==> config.mk <==
export PLATFORM = sky130hd
export DESIGN_NAME = gcd_host
export DESIGN_NICKNAME = d
export VERILOG_FILES = /design/src/rtl/gcd_host.sv
export SDC_FILE = /design/constraint.sdc
export NUM_CORES = 1
export LEC_CHECK = 0
export CAP_MARGIN = 10
export CORE_MARGIN = 8
export CORE_UTILIZATION = 51
export CTS_CLUSTER_SIZE = 28
export DETAILED_ROUTE_END_ITERATION = 10
export PLACE_DENSITY_LB_ADDON = 0.08
export SYNTH_ARGS = -nofsm -noshare
export SYNTH_HDL_FRONTEND = slang
export SYNTH_SLANG_ARGS = --single-unit
export TNS_END_PERCENT = 20
==> constraint.sdc <==
create_clock -name clock -period 2.7 [get_ports clock]
set_input_delay 0.54 -clock clock [delete_from_list [all_inputs] [get_ports clock]]
set_output_delay 0.54 -clock clock [all_outputs]
set_load 0.05 [all_outputs]
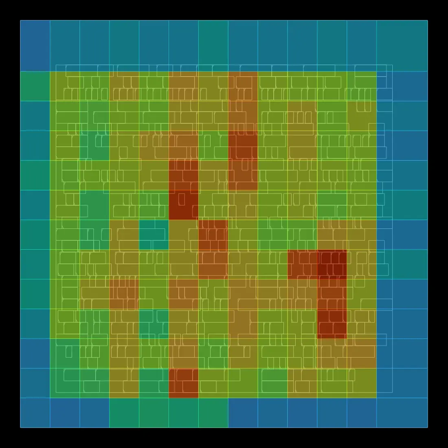
congestion.png
Final Core Density: 67.3%
DR WL/cell: 13.1 µm

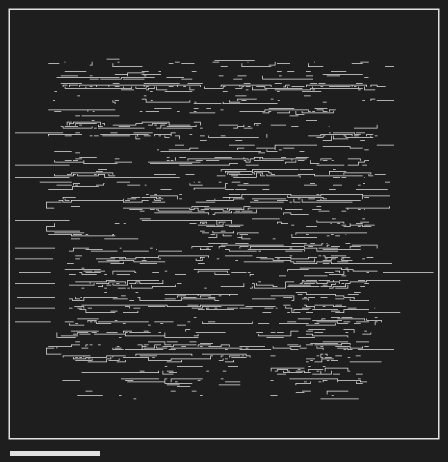
layer_met1.png
Scale bar: 20 µm.
The wires run mostly horizontal. The layer holds 46% of the routed length. The longest straight run is 26.7 µm. 430 nets have wire on it.
met1 Use GR: 19.3%
Vias: 2,717
drt total wl: 6860 µm

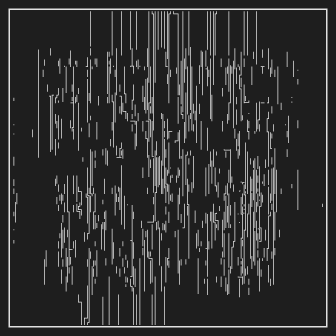
layer_met2.png
The wires run mostly vertical. The longest straight run is 35.0 µm. The layer carries 3,190 µm of wire. The layer holds 46% of the routed length. 362 nets have wire on it.
global-route met2 utilization: 24.0%

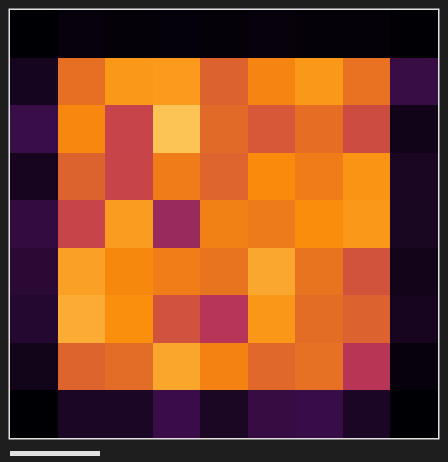
cell_density.png
Scale bar: 20 µm. 9 x 9 tiles, from black (low) to pale yellow (high), 0 to 100% covered.
The fullest tile reaches 87%. 17% of the tiles are over 75% full. 15% of the tiles are nearly empty.
total core area: 5960 µm²
fp_density: 53.0%

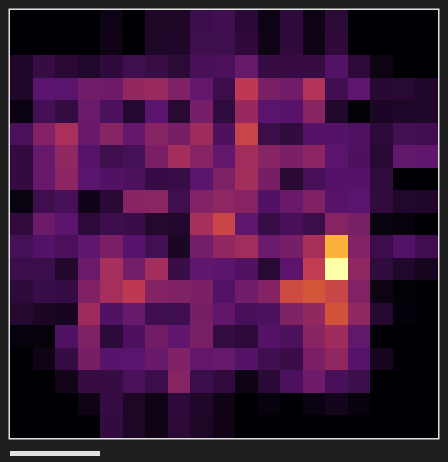
metal_density.png
Scale bar: 20 µm. 19 x 19 tiles, from black (low) to pale yellow (high), scaled to the fullest tile. Values are wire area over tile area, all layers added.
The fullest tile reaches 0.65. The mean over all tiles is 0.12. 3.0% of the tiles are over half the peak.
Total GRT Usage: 15.5%

==> results_dict.tcl <==
# metrics dict for downstream scripts
set metrics [dict create \
    cts_hold_buf 0 \
    avgSynthCellArea_um2 8.05 \
    syn-instance-count 392 \
    mostFrequentLayoutCells "nand2_1 (89), dfxtp_1 (70), clkdlybuf4s50_1 (61)" \
    postSynthSeqShare_pct 44.4 \
    critical_path_required_ps 2160 \
    routabilityCongestion 0.872 \
    status "complete, no violations" \
    clk_pin_slew_worst_paths_ps 70 \
    drive_above_1_share_pct 7.83 \
    chipArea_um2 8960 \
    vdd_drop_max_v 0.000357 \
    setup_viol 0 \
    layout_top_cell "nand2_1" \
    area_growth_pct 27.0 \
    min_period_over_period_pct 94.8 \
    report.final.hold_viol_count 0 \
    cts_buffers 9 \
    overflow 0 \
    hold_ws_ps 453 \
    cap_violations 0 \
    grt_max_degree 57 \
    antenna_found_initial 0 \
    synth_cell_types 43 \
    hold_path_class "reg2reg" \
    powerDensity_nw_per_um2 505 \
    timing_worst_setup_path_type "reg2out" \
    post_cts_buffers 0 \
    rr_worst_depth 7 \
    synthFlopType "dfxtp_1" \
    via_per_inst 5.20 \
    synth_nets 420 \
    ys_cells 392 \
    ys_warn_count 0 \
    critPathMaxFanout 10 \
    port_buffers 65 \
    rsz0062_at_grt "no" \
    syn_area_um2 3160 \
    power.leakage_uw 0.00137 \
]
## layer usage
metal	GRT usage, %	vias up	share of wire (%)
li1	-	1418	-
met1	19.3	1218	46
met2	24.0	73	46
met3	6.03	8	6.1
met4	4.94	0	1.3
met5	0	-	0
## final cells by class
class / count / area [µm²]
clock inverters: 5 / 56.3
inverters: 5 / 18.8
flip-flops and latches: 70 / 1400
multi-input cells: 286 / 1580
well taps: 75 / 93.8
fillers: 544 / 1950
repair buffers: 70 / 706
clock buffers: 11 / 151
## worst max-delay path, cell delays in order, from the launching register on
cell             delay, ps
dfxtp_1                520
nor2b_1                310
clkdlybuf4s50_1        860
## metrics by stage
stage | cell area (µm²) | utilization (%) | power, µW
after floorplan | 3160 | - | 1130
after global routing | 4010 | 67.3 | 2110
after detailed placement | 3800 | 63.8 | 1190
after CTS | 4010 | 67.2 | 2060
final | 4010 | 67.3 | 2030
after global placement | 3800 | 63.8 | 1190
## report_power, final
part	internal, µW	total, µW	switching (µW)	leakage [µW]
Clock	477	860	383	0.000106
Combinational	56.4	124	67.7	0.000696
Sequential	1040	1040	4.24	0.000564
Total	1570	2030	455	0.00137
## kinds of logic (layout without fill, tap and decap cells)
logic type	Yosys count	after routing	synth area share (%)
multiplexers	18	18	5.75
flip-flops	70	70	44.4
buffers and inverters	36	91	5.83
AND-OR/OR-AND	70	70	12.4
adder cells (fa/ha/maj)	3	3	1.19
AND/OR/NAND/NOR	182	182	26.8
XOR/XNOR	13	13	3.61
## repair_timing
item                                    in CTS  in global routing
hold endpoints to repair                     0                  0
endpoints found under the setup margin       0                  1
gates resized                                0                  1
## cells in the mapped netlist, types with 3 or more instances
cell / instances / area share [%]
nand2_1: 89 / 11
dfxtp_1: 70 / 44
a21oi_1: 46 / 7.3
nor2_1: 36 / 4.3
clkbuf_1: 18 / 2.1
mux2i_1: 17 / 5.4
o21ai_0: 15 / 2.4
nor2b_1: 13 / 2.6
xnor2_1: 12 / 3.3
nand4_1: 8 / 1.6
and3_1: 6 / 1.2
buf_2: 5 / 0.79
buf_4: 5 / 1.2
inv_1: 5 / 0.59
nand3_1: 5 / 0.79
nor4_1: 5 / 0.99
ha_1: 3 / 1.2
nor3_1: 3 / 0.48
or2_2: 3 / 0.59
or3_1: 3 / 0.59
Power is estimated from default activity; no workload was simulated.
